**config.mk**
```make
export PLATFORM = sky130hd
export DESIGN_NAME = mul_csv_seq
export DESIGN_NICKNAME = d
export VERILOG_FILES = /design/src/rtl/lau_pkg.sv /design/src/rtl/AddMopCsv.sv /design/src/rtl/mul_csv_seq_digit.sv /design/src/rtl/mul_csv_seq.sv
export SDC_FILE = /design/constraint.sdc
export NUM_CORES = 1
export LEC_CHECK = 0
export CAP_MARGIN = 0
export CORE_UTILIZATION = 30
export DETAILED_ROUTE_END_ITERATION = 10
export SYNTH_ARGS = -nofsm -noshare
export SYNTH_HDL_FRONTEND = slang
export SYNTH_SLANG_ARGS = --single-unit
```
**constraint.sdc**
```tcl
create_clock -name CLK -period 4.14 [get_ports CLK]
set_input_delay 0.828 -clock CLK [delete_from_list [all_inputs] [get_ports CLK]]
set_output_delay 0.828 -clock CLK [all_outputs]
set_load 0.01 [all_outputs]
```
**src/rtl/lau_pkg.sv**
```systemverilog
`default_nettype none
// ============================================================================
// Module   : lau_pkg
// Brief    : Shared types and helpers for the arithmetic unit library.
// Revision : 1.0 - initial release
// ============================================================================
package lau_pkg;

  typedef enum logic [0:0] {
    SLOW = 1'b0,
    FAST = 1'b1
  } speed_e;

  // Number of digitW-bit digits needed to cover width_x bits.
  function automatic int num_digits(input int width_x, input int digit_w);
    return (width_x + digit_w - 1) / digit_w;
  endfunction

endpackage
`default_nettype wire

```
**src/rtl/AddMopCsv.sv**
```systemverilog
`default_nettype none
// ============================================================================
// Module   : AddMopCsv
// Brief    : Multi-operand carry-save compressor, DEPTH rows down to (S, C).
// Revision : 1.0 - initial release
// ============================================================================
module AddMopCsv
  import lau_pkg::*;
#(
  parameter int     WIDTH = 16,
  parameter int     DEPTH = 5,
  parameter speed_e SPEED = FAST
) (
  input  logic [DEPTH-1:0][WIDTH-1:0] i_rows,
  output logic [WIDTH-1:0]            o_s,
  output logic [WIDTH-1:0]            o_c
);

  function automatic logic [WIDTH-1:0] csa_c(input logic [WIDTH-1:0] a,
                                             input logic [WIDTH-1:0] b,
                                             input logic [WIDTH-1:0] c);
    return ((a & b) | (a & c) | (b & c)) << 1;
  endfunction

  generate
    if (SPEED == FAST && DEPTH >= 4) begin : g_split
      // Two half-depth chains in parallel, merged by a final 4:2 stage.
      localparam int c_H = DEPTH / 2;
      logic [WIDTH-1:0] w_sa, w_ca, w_sb, w_cb, w_t, w_u, w_tmp;

      always_comb begin
        w_tmp = '0;
        w_sa  = i_rows[0];
        w_ca  = i_rows[1];
        for (int k = 2; k < c_H; k++) begin
          w_tmp = w_sa ^ w_ca ^ i_rows[k];
          w_ca  = csa_c(w_sa, w_ca, i_rows[k]);
          w_sa  = w_tmp;
        end
        w_sb = i_rows[c_H];
        w_cb = i_rows[c_H+1];
        for (int k = c_H + 2; k < DEPTH; k++) begin
          w_tmp = w_sb ^ w_cb ^ i_rows[k];
          w_cb  = csa_c(w_sb, w_cb, i_rows[k]);
          w_sb  = w_tmp;
        end
        w_t = w_sa ^ w_ca ^ w_sb;
        w_u = csa_c(w_sa, w_ca, w_sb);
        o_s = w_t ^ w_u ^ w_cb;
        o_c = csa_c(w_t, w_u, w_cb);
      end
    end else begin : g_chain
      logic [WIDTH-1:0] w_tmp;

      always_comb begin
        w_tmp = '0;
        o_s   = i_rows[0];
        o_c   = i_rows[1];
        for (int k = 2; k < DEPTH; k++) begin
          w_tmp = o_s ^ o_c ^ i_rows[k];
          o_c   = csa_c(o_s, o_c, i_rows[k]);
          o_s   = w_tmp;
        end
      end
    end
  endgenerate

endmodule
`default_nettype wire

```
**src/rtl/mul_csv_seq_digit.sv**
```systemverilog
`default_nettype none
// ============================================================================
// Module   : mul_csv_seq_digit
// Brief    : Partial-product rows for one multiplier digit, aligned to i_pos.
// Revision : 1.0 - initial release
// ============================================================================
module mul_csv_seq_digit #(
  parameter int WIDTH   = 16,
  parameter int DIGIT_W = 2,
  parameter int POS_W   = 5
) (
  input  logic [DIGIT_W-1:0]          i_digit,
  input  logic [WIDTH-1:0]            i_y,
  input  logic [POS_W-1:0]            i_pos,
  input  logic                        i_signed_top,
  output logic [DIGIT_W:0][WIDTH-1:0] o_rows
);

  logic [WIDTH-1:0] w_row;

  always_comb begin
    o_rows = '0;
    w_row  = '0;
    for (int j = 0; j < DIGIT_W; j++) begin
      w_row = i_y << (int'(i_pos) + j);
      // The signed top digit's MSB has negative weight: -a = ~a + 1.
      if (i_digit[j])
        o_rows[j] = (i_signed_top && (j == DIGIT_W - 1)) ? ~w_row : w_row;
    end
    o_rows[DIGIT_W] = WIDTH'(i_signed_top & i_digit[DIGIT_W-1]);
  end

endmodule
`default_nettype wire

```
**src/rtl/mul_csv_seq.sv**
```systemverilog
`default_nettype none
// ============================================================================
// Module   : mul_csv_seq
// Brief    : Digit-serial carry-save multiplier with accumulate and handshakes.
// Revision : 1.0 - initial release
// ============================================================================
module mul_csv_seq
  import lau_pkg::*;
#(
  parameter int     widthX = 8,
  parameter int     widthY = 8,
  parameter int     digitW = 2,
  parameter speed_e speed  = FAST
) (
  input  logic                     CLK,
  input  logic                     RST,
  input  logic                     InValid,
  output logic                     InReady,
  input  logic [widthX-1:0]        XS,
  input  logic [widthX-1:0]        XC,
  input  logic [widthY-1:0]        Y,
  input  logic                     Tc,
  input  logic                     Acc,
  output logic                     OutValid,
  input  logic                     OutReady,
  output logic [widthX+widthY-1:0] PS,
  output logic [widthX+widthY-1:0] PC
);

  localparam int c_W  = widthX + widthY;
  localparam int c_N  = num_digits(widthX, digitW);
  localparam int c_XE = c_N * digitW;
  localparam int c_CW = (c_N > 1) ? $clog2(c_N) : 1;
  localparam int c_PW = $clog2(c_W) + 1;

  localparam logic [c_CW-1:0] c_LAST = c_CW'(c_N - 1);

  localparam logic [1:0] c_IDLE = 2'd0;
  localparam logic [1:0] c_BUSY = 2'd1;
  localparam logic [1:0] c_DONE = 2'd2;

  logic [1:0]              r_state, w_next;
  logic [c_CW-1:0]         r_cnt;
  logic [c_XE-1:0]         r_x;
  logic [c_W-1:0]          r_y, r_s, r_c, r_ps, r_pc;
  logic                    r_tc;

  logic                    w_accept, w_last, w_signed_top;
  logic [widthX-1:0]       w_xsum;
  logic [c_PW-1:0]         w_pos;
  logic [digitW-1:0]       w_digit;
  logic [digitW:0][c_W-1:0] w_rows;
  logic [c_W-1:0]          w_s, w_c;

  assign w_xsum       = XS + XC;
  assign w_accept     = InValid & InReady;
  assign w_last       = (r_cnt == c_LAST);
  assign w_pos        = c_PW'(r_cnt) * c_PW'(digitW);
  assign w_digit      = digitW'(r_x >> w_pos);
  assign w_signed_top = r_tc & w_last;

  always_ff @(posedge CLK or posedge RST) begin
    if (RST) r_state <= c_IDLE;
    else     r_state <= w_next;
  end

  always_comb begin
    w_next = r_state;
    case (r_state)
      c_IDLE:  if (w_accept) w_next = c_BUSY;
      c_BUSY:  if (w_last)   w_next = c_DONE;
      c_DONE:  if (OutReady) w_next = w_accept ? c_BUSY : c_IDLE;
      default: w_next = c_IDLE;
    endcase
  end

  // InReady is a combinational path from OutReady so a pop and an accept
  // can share one edge.
  always_comb begin
    InReady  = 1'b0;
    OutValid = 1'b0;
    case (r_state)
      c_IDLE: InReady = ~RST;
      c_DONE: begin
        OutValid = 1'b1;
        InReady  = ~RST & OutReady;
      end
      default: ;
    endcase
  end

  mul_csv_seq_digit #(
    .WIDTH   (c_W),
    .DIGIT_W (digitW),
    .POS_W   (c_PW)
  ) u_digit (
    .i_digit      (w_digit),
    .i_y          (r_y),
    .i_pos        (w_pos),
    .i_signed_top (w_signed_top),
    .o_rows       (w_rows)
  );

  AddMopCsv #(
    .WIDTH (c_W),
    .DEPTH (digitW + 3),
    .SPEED (speed)
  ) u_csa (
    .i_rows ({w_rows, r_c, r_s}),
    .o_s    (w_s),
    .o_c    (w_c)
  );

  always_ff @(posedge CLK or posedge RST) begin
    if (RST) begin
      r_cnt <= '0;
      r_x   <= '0;
      r_y   <= '0;
      r_tc  <= 1'b0;
      r_s   <= '0;
      r_c   <= '0;
      r_ps  <= '0;
      r_pc  <= '0;
    end else if (w_accept) begin
      r_x   <= Tc ? c_XE'($signed(w_xsum)) : c_XE'(w_xsum);
      r_y   <= Tc ? c_W'($signed(Y)) : c_W'(Y);
      r_tc  <= Tc;
      r_s   <= Acc ? r_ps : '0;
      r_c   <= Acc ? r_pc : '0;
      r_cnt <= '0;
    end else if (r_state == c_BUSY) begin
      r_s <= w_s;
      r_c <= w_c;
      if (w_last) begin
        r_cnt <= '0;
        r_ps  <= w_s;
        r_pc  <= w_c;
      end else begin
        r_cnt <= r_cnt + 1'b1;
      end
    end
  end

  assign PS = r_ps;
  assign PC = r_pc;

  a_digitw : assert property (@(posedge CLK) (digitW >= 1) && (digitW <= widthX));
  a_widths : assert property (@(posedge CLK) widthX <= widthY);
  a_hold   : assert property (@(posedge CLK) disable iff (RST)
                              $past(OutValid & ~OutReady) |-> ($stable(PS) && $stable(PC)));

endmodule
`default_nettype wire

```
==> CHANGELOG.md <==
## Implementation

* Outcome: completed
* Post-synth regs at 82
* GPL Wtd Cong at 0.7646
* ANT nets after route at 0
* CP max FO at 3
* Top power group: combinational cells
* Clock buf count at 13
* Top comb family, area: adder cells
* Cell family with most CP delay: buffers and inverters
* Rel. slew slack at 19.24%
* Avg Cell Area, Syn at 9.819 µm²
* CP max-delay cell: clkdlybuf4s50_1
* Dominant kind of cell: logic gates
* Setup ws final at 0.9803 ns
* Final setup vio count at 0
* Worst Path Buf+Inv at 3
* Post-CTS Setup Bufs at 0
* Final setup TNS at 0 ns
* ClkCell Share at 4.979%
* Chip Area, Yosys at 0.005037 mm²
* Commonest flop: dfrtp_1
* Min-delay worst type: reg2reg
* Yosys warnings at 0
* CTS tree: yes
* DR WL/cell at 14.58 µm
* Final hold violation count at 0
* Remaining DRCs at 0
* GR peak layer: met2
* Pwr dens at 892.1 mW/mm²
* Last element of the critical path: InReady
* Cts repair resizes at 0
-- worst min path at each step --
stage                start      to  cells past startpoint
detailed placement  r_x[4]  r_x[4]                      2
CTS                 r_x[4]  r_x[4]                      2
global placement    r_x[4]  r_x[4]                      2
finish              r_x[4]  r_x[4]                      2
floorplan           r_x[4]  r_x[4]                      2
global route        r_x[4]  r_x[4]                      2
-- worst min-delay path, stage by stage, from the launching register on --
cell and delay [ns]:
dfrtp_1 0.35, nand2_1 0.06, o31ai_1 0.06
-- stage by stage --
step	std cells	power [W]
finish	782	0.005471
global route	782	0.006010
CTS	782	0.005544
global placement	767	0.004554
detailed placement	767	0.004677
floorplan	514	0.003721
-- flip-flops by register name (all words and copies together), names as in the netlist --
signal,flops
PC,14
r_y,9
r_cnt,2
r_tc,1
r_c,14
r_state,2
r_s,16
PS,16
r_x,8
**Clock routing**

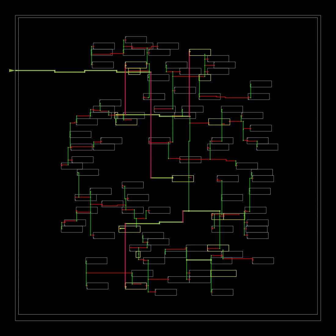
seq_cells: 82
worst skew pair latency: 0.34 ns
Power Clock: 0.000816 W
clk sinks: 82

**M3 wires**

Scale: 4 px per µm.
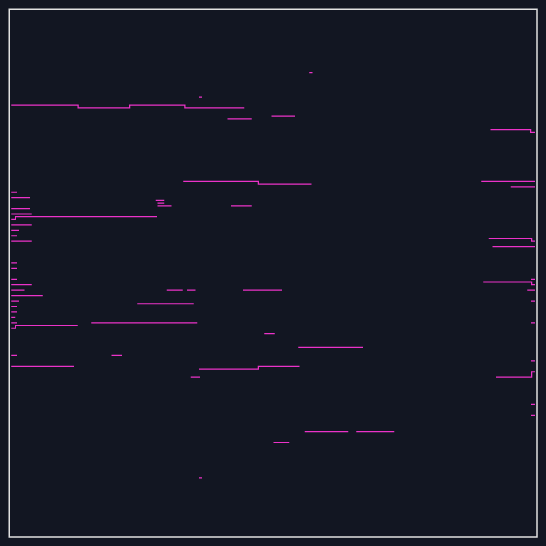
main direction: horizontal
share of all routed wire: 3.9%

Power and IR drop assume default switching activity.
